--- src/rtl/decade_timer_pkg.sv ---
// +--------------------------------------------------------------------+
// | decade_timer_pkg : shared types and constants for the decade timer |
// | Rev 1.0                                                            |
// +--------------------------------------------------------------------+
`default_nettype none

package decade_timer_pkg;

  typedef enum logic [1:0] {
    IDLE  = 2'd0,
    RUN   = 2'd1,
    PAUSE = 2'd2,
    DONE  = 2'd3
  } state_t;

  localparam logic [1:0] OP_NOP   = 2'b00;
  localparam logic [1:0] OP_START = 2'b01;
  localparam logic [1:0] OP_STOP  = 2'b10;
  localparam logic [1:0] OP_CLEAR = 2'b11;

  localparam logic [3:0] BCD_MAX = 4'd9;

endpackage

`default_nettype wire

--- src/rtl/decade_timer_ctrl_bcd_digit.sv ---
// +--------------------------------------------------------------------+
// | bcd_digit : one decade (0-9) counter stage with ripple carry out    |
// | Rev 1.0                                                            |
// +--------------------------------------------------------------------+
`default_nettype none

module bcd_digit
  import decade_timer_pkg::*;
(
  input  logic       clk,
  input  logic       reset_n,
  input  logic       clr,
  input  logic       inc,
  output logic [3:0] digit,
  output logic       carry
);

  logic [3:0] r_digit;

  always_ff @(posedge clk or negedge reset_n) begin
    if (!reset_n) begin
      r_digit <= 4'd0;
    end else if (clr) begin
      r_digit <= 4'd0;
    end else if (inc) begin
      // >= rather than == keeps the stage self-correcting should it ever upset
      r_digit <= (r_digit >= BCD_MAX) ? 4'd0 : r_digit + 4'd1;
    end
  end

  assign digit = r_digit;
  assign carry = inc && (r_digit == BCD_MAX);

endmodule

`default_nettype wire

--- src/rtl/decade_timer_ctrl.sv ---
// +--------------------------------------------------------------------+
// | decade_timer_ctrl : command-driven BCD up-timer with prescaled tick |
// | Rev 1.0                                                            |
// +--------------------------------------------------------------------+
`default_nettype none

module decade_timer_ctrl
  import decade_timer_pkg::*;
#(
  parameter int DIGITS   = 4,
  parameter int PRESCALE = 10
) (
  input  logic                  clk,
  input  logic                  reset_n,
  input  logic                  cmd_valid,
  output logic                  cmd_ready,
  input  logic [1:0]            cmd_op,
  input  logic [4*DIGITS-1:0]   limit_bcd,
  output logic [4*DIGITS-1:0]   count_bcd,
  output logic                  running,
  output logic                  done,
  output logic                  err
);

  localparam int c_count_w = 4 * DIGITS;
  localparam int c_pre_w   = (PRESCALE > 1) ? $clog2(PRESCALE) : 1;
  localparam logic [c_pre_w-1:0] c_pre_last = c_pre_w'(PRESCALE - 1);

  state_t               r_state;
  state_t               w_state_nxt;
  logic [c_pre_w-1:0]   r_pre;
  logic [c_pre_w-1:0]   w_pre_nxt;
  logic [c_count_w-1:0] r_limit;
  logic [c_count_w-1:0] w_count;
  logic [c_count_w-1:0] w_count_inc;
  logic [DIGITS:0]      w_inc;
  logic                 r_cmd_ready;
  logic                 r_done;
  logic                 r_err;
  logic                 w_accept;
  logic                 w_start;
  logic                 w_stop;
  logic                 w_clear;
  logic                 w_cmd;
  logic                 w_limit_ok;
  logic                 w_tick;
  logic                 w_latch;
  logic                 w_done_nxt;
  logic                 w_err_nxt;

  assign w_accept = cmd_valid && r_cmd_ready;
  assign w_start  = w_accept && (cmd_op == OP_START);
  assign w_stop   = w_accept && (cmd_op == OP_STOP);
  assign w_clear  = w_accept && (cmd_op == OP_CLEAR);
  assign w_cmd    = w_start || w_stop || w_clear;

  // An accepted command owns the cycle, so it pre-empts a coincident tick
  assign w_tick = (r_state == RUN) && (r_pre == c_pre_last) && !w_cmd;

  always_comb begin
    w_limit_ok = 1'b1;
    for (int k = 0; k < DIGITS; k++) begin
      if (limit_bcd[4*k +: 4] > BCD_MAX) begin
        w_limit_ok = 1'b0;
      end
    end
  end

  assign w_inc[0] = w_tick;

  generate
    for (genvar k = 0; k < DIGITS; k++) begin : g_digit
      bcd_digit u_digit (
        .clk     (clk),
        .reset_n (reset_n),
        .clr     (w_clear),
        .inc     (w_inc[k]),
        .digit   (w_count[4*k +: 4]),
        .carry   (w_inc[k+1])
      );

      // Post-increment view of this digit, used by the terminal-count compare
      assign w_count_inc[4*k +: 4] = w_inc[k+1] ? 4'd0 :
                                     w_inc[k]   ? w_count[4*k +: 4] + 4'd1 :
                                                  w_count[4*k +: 4];
    end
  endgenerate

  always_ff @(posedge clk or negedge reset_n) begin
    if (!reset_n) begin
      r_state <= IDLE;
    end else begin
      r_state <= w_state_nxt;
    end
  end

  always_comb begin
    w_state_nxt = r_state;
    w_pre_nxt   = r_pre;
    w_latch     = 1'b0;
    w_done_nxt  = 1'b0;
    w_err_nxt   = 1'b0;
    if (w_clear) begin
      w_state_nxt = IDLE;
      w_pre_nxt   = '0;
    end else if (w_start) begin
      if (!w_limit_ok) begin
        w_err_nxt = 1'b1;
      end else begin
        w_latch   = 1'b1;
        w_pre_nxt = '0;
        if (limit_bcd == w_count) begin
          w_state_nxt = DONE;
          w_done_nxt  = 1'b1;
        end else begin
          w_state_nxt = RUN;
        end
      end
    end else if (w_stop) begin
      if (r_state == RUN) begin
        w_state_nxt = PAUSE;
      end
    end else if (r_state == RUN) begin
      if (w_tick) begin
        w_pre_nxt = '0;
        if (w_count_inc == r_limit) begin
          w_state_nxt = DONE;
          w_done_nxt  = 1'b1;
        end
      end else begin
        w_pre_nxt = r_pre + 1'b1;
      end
    end
  end

  always_ff @(posedge clk or negedge reset_n) begin
    if (!reset_n) begin
      r_pre       <= '0;
      r_limit     <= '0;
      r_cmd_ready <= 1'b1;
      r_done      <= 1'b0;
      r_err       <= 1'b0;
    end else begin
      r_pre       <= w_pre_nxt;
      r_cmd_ready <= !w_cmd;
      r_done      <= w_done_nxt;
      r_err       <= w_err_nxt;
      if (w_latch) begin
        r_limit <= limit_bcd;
      end
    end
  end

  assign cmd_ready = r_cmd_ready;
  assign count_bcd = w_count;
  assign running   = (r_state == RUN);
  assign done      = r_done;
  assign err       = r_err;

endmodule

`default_nettype wire
--- config.mk ---
export PLATFORM = sky130hd
export DESIGN_NAME = decade_timer_ctrl
export DESIGN_NICKNAME = d
export VERILOG_FILES = /design/src/rtl/decade_timer_pkg.sv /design/src/rtl/decade_timer_ctrl_bcd_digit.sv /design/src/rtl/decade_timer_ctrl.sv
export SDC_FILE = /design/constraint.sdc
export NUM_CORES = 1
export LEC_CHECK = 0
export CELL_PAD_IN_SITES_DETAIL_PLACEMENT = 1
export CELL_PAD_IN_SITES_GLOBAL_PLACEMENT = 2
export CORE_MARGIN = 2
export CORE_UTILIZATION = 31
export DETAILED_ROUTE_END_ITERATION = 10
export PLACE_DENSITY = 0.85
export SYNTH_ARGS = -nofsm -noshare
export SYNTH_HDL_FRONTEND = slang
export SYNTH_SLANG_ARGS = --single-unit
--- constraint.sdc ---
create_clock -name clk -period 2.6 [get_ports clk]
set_input_delay 0.39 -clock clk [delete_from_list [all_inputs] [get_ports clk]]
set_output_delay 0.39 -clock clk [all_outputs]
set_load 0.01 [all_outputs]
### Zoomed window

The bar under the picture is 20 um long. Window x 26 to 76, y 46 to 96 um. Cells in gray, sequential cells in the stronger gray; small squares are vias.
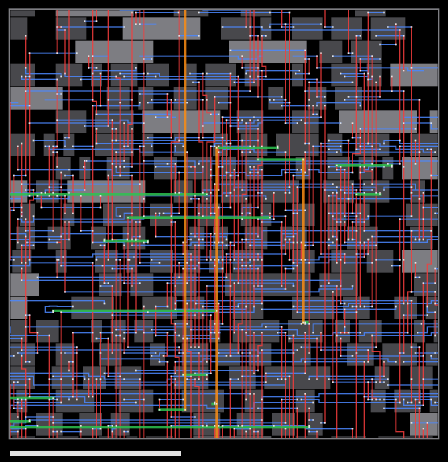
[metal 1] blue
[metal 3] green
[metal 4] orange
[metal 2] red
netlist names of flops here include: r_limit (5), g_digit.u_digit.digit (3)
most frequent: buf_4 (24), xnor2_1 (14), nor2_1 (9)
sequential cells in the window: 8
cells with their middle in the window: 164

==> flow_summary.ini <==
; physical design summary
[cells_and_area]
area.sequential_sq_mm = 0.001028
largest_cell_class = combinational gates
syn2layout_area_growth_pct = 37.63
drive_above_1_share_pct = 24.04
clk_share_pct = 2.469
num-clock-buffers = 7
buffers = 97
lay_top_cells = buf_4 (53), dfrtp_1 (39), clkdlybuf4s50_1 (39)
comb_area_sq_mm = 0.001898
comb_cells = 254
fillers = 1089
sh_seq_area_pct = 25.05
n_antenna_cell = 0
inv_count = 16
buffer_area_share_pct = 20.85
final_common_cell = buf_4
finalNetCount = 450

[final_timing]
relSlewSlack_pct = 33.47
tns_ns = -0.09994
finalClockPeriodUsage_pct = 103.6
rsz0062_at_grt = true
fin_ws_ns = -0.09435
clock_skew_ns = 0.007463
fmax_mhz = 371.1
min_period_ns = 2.694
drv_slew = 0
final-setup-viol-count = 2
worst_pin_slew_ns = 0.9979

[logic_synthesis]
netlist_top_cells_area = dfrtp_1 (34%), xnor2_1 (8.8%), ha_1 (5.9%), mux2_2 (5.7%), nor2_1 (3.4%)
yosysMostFrequentCell = dfrtp_1
synth_cells = 328
avgSynthCellArea_sq_um = 9.094
yosysTopAreaCell = dfrtp_1
syn_area_sq_mm = 0.002983
synthFlopType = dfrtp_1
ys_types = 54
top_area_share_pct = 33.56
synthArstFlopShare_pct = 100.0
syn_nets = 363
top_cells_by_count = dfrtp_1 (40), xnor2_1 (30), nor2_1 (27), nand2_1 (23), o21ai_0 (20)
ys_cells = 328
synth_seq_share_pct = 34.44
yosys_warnings = 0
edf_count = 0

[drt]
routed_wl_mm = 9.734
ant_nets = 0
routedWlPerCell_um = 17.86
drt_iter0_drc = 185
num_vias = 2829
dr_wl_met2_mm = 4.841
top_layer_used = met4
drt_first_pass_iters = 4
drcViolationCount = 0
vias_per_cell = 5.191
drt-met1-wl_mm = 4.504

[clock_network]
cts.sinks = 41
numCtsBuffers = 5
root_buffer = clkbuf_8
htreeDepth = 2
clk_path_buf_depth = 2
path_clk_slew_ns = 0.09
hold_buffers = 0
insertion_delay_ns = 0.31
cts_tree = yes
post_cts_buffers = 2

[die]
io_pins = 41
rows = 35
die_area_sq_mm = 0.01042
die_h_um = 102.1
nWellTaps = 129
core_sq_mm = 0.009284

[setup_path]
crit_family = simple AND/OR/NAND/NOR gates
worstPathRequired_ns = 2.83
cp-start-kind = register
critPathArrivalTime_ns = 2.92
path_cells = inv_1, ha_1, and4bb_2, buf_6, nand4_4, or3_4, xor2_1, a2111o_1, nor4_4, nand3_1, a31oi_1
crit_buf_inv = 2
critical_path.max_stage_delay_ns = 0.40
critPathMaxFanout = 4
cp_slowest_cell = a2111o_1
end_kind = register

[pwr]
p_comb_share_pct = 26.9
pwr-share-clk_pct = 26.9
power_leakage_nw = 1.697
pwr_density_cell_mw_per_mm2 = 438.9
intPower_mw = 1.221
p_switching_uw = 581.0
power.ir.vdd_worst_v = 0.0002071
power_frac_seq_pct = 46.2
p_sw_share_pct = 32.25

[global_routing]
use_met1_pct = 26.16
grt_max_degree = 42
busiest_layer = met2
met3_usage_pct = 2.804
met2_usage_pct = 33.05
grt.total_usage_pct = 19.35

[status]
violations = setup timing
status = finished with violations

[hold_path]
hold_path_class = input port to async pin

[placement]
finalWeightedCongestion = 0.8674
io_buffers = 40
place_hpwl_mm = 7.476
dp_worst_setup_slack_ns = -0.4797

[run]
drv_cap = 0
warnings = 38
### Ports around the boundary

The bar under the picture is 20 um long. Pins as bars across the die edge, other pins in gray.
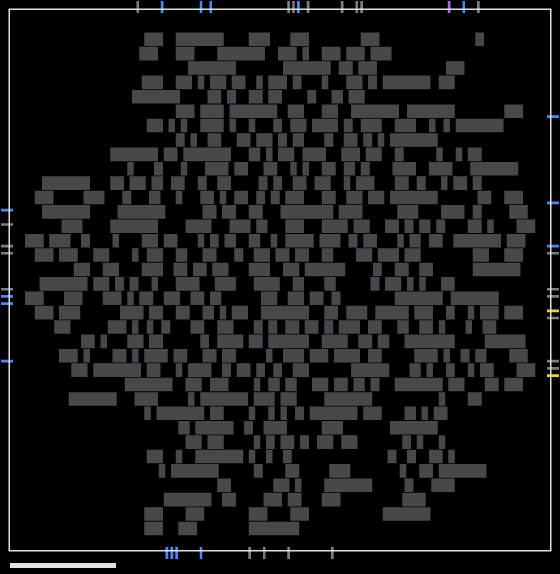
[cmd_op] yellow | pins: 2 | direction: input | edge: right
[count_bcd] blue | pins: 16 | direction: output | edge: 5 top, 4 bottom, 4 left, 3 right
[clk] purple | pins: 1 | direction: input | edge: top
all pins by edge: 14 top, 11 right, 8 bottom, 8 left

==> power by group through the flow <==
stage | sequential, mW | clock (mW) | combinational, mW
after floorplan | 0.813 | 0 | 0.265
after CTS | 0.829 | 0.500 | 0.462
after global routing | 0.845 | 0.518 | 0.527
after detailed placement | 0.838 | 0 | 0.447
final | 0.832 | 0.485 | 0.484
after global placement | 0.831 | 0 | 0.426
==> final timing paths <==
kind | startpoint | endpoint | slack (ns) | depth (start not counted)
hold reg to reg | r_limit[3] | r_limit[3] | 0.54 | 1
setup reg to reg | r_pre[1] | r_state[1] | -0.09 | 11
setup / recovery | r_pre[1] | r_state[1] | -0.09 | 11
min in group clk | r_limit[3] | r_limit[3] | 0.54 | 1
max in group asynchronous | reset_n | g_digit[0].u_digit.digit[1] | 1.67 | 1
hold / removal | reset_n | r_limit[14] | 0.25 | 1
==> state kept, by name, summed over array words and instances, names as in the netlist <==
name,flops
r_limit,16
cmd_ready,1
done,1
r_pre,4
err,1
r_state,2
g_digit.u_digit.digit,16
==> per-stage QoR <==
step                      power [mW]  util [%]  std cells  instance area (sq um)  hold slack, ns
final                          1.802     44.22        545                   4105          0.2484
after global routing           1.890     44.22        545                   4105          0.3255
after CTS                      1.790     43.77        545                   4064          0.2820
after detailed placement       1.284     42.08        535                   3906          0.5267
after global placement         1.257     42.08        535                   3906          0.5138
after floorplan                1.079         -        328                   2997         0.09441
==> kinds of logic (layout without fill, tap and decap cells) <==
group | after synthesis | count (layout) | synth area share (%)
compound gates | 66 | 66 | 15.06
simple gates | 120 | 120 | 22.32
mux | 19 | 19 | 7.005
fa+ha+maj | 14 | 14 | 5.873
xor+xnor | 35 | 35 | 10.28
flops | 41 | 41 | 34.44
buf+inv | 33 | 121 | 5.033
Power is estimated from default activity; no workload was simulated.
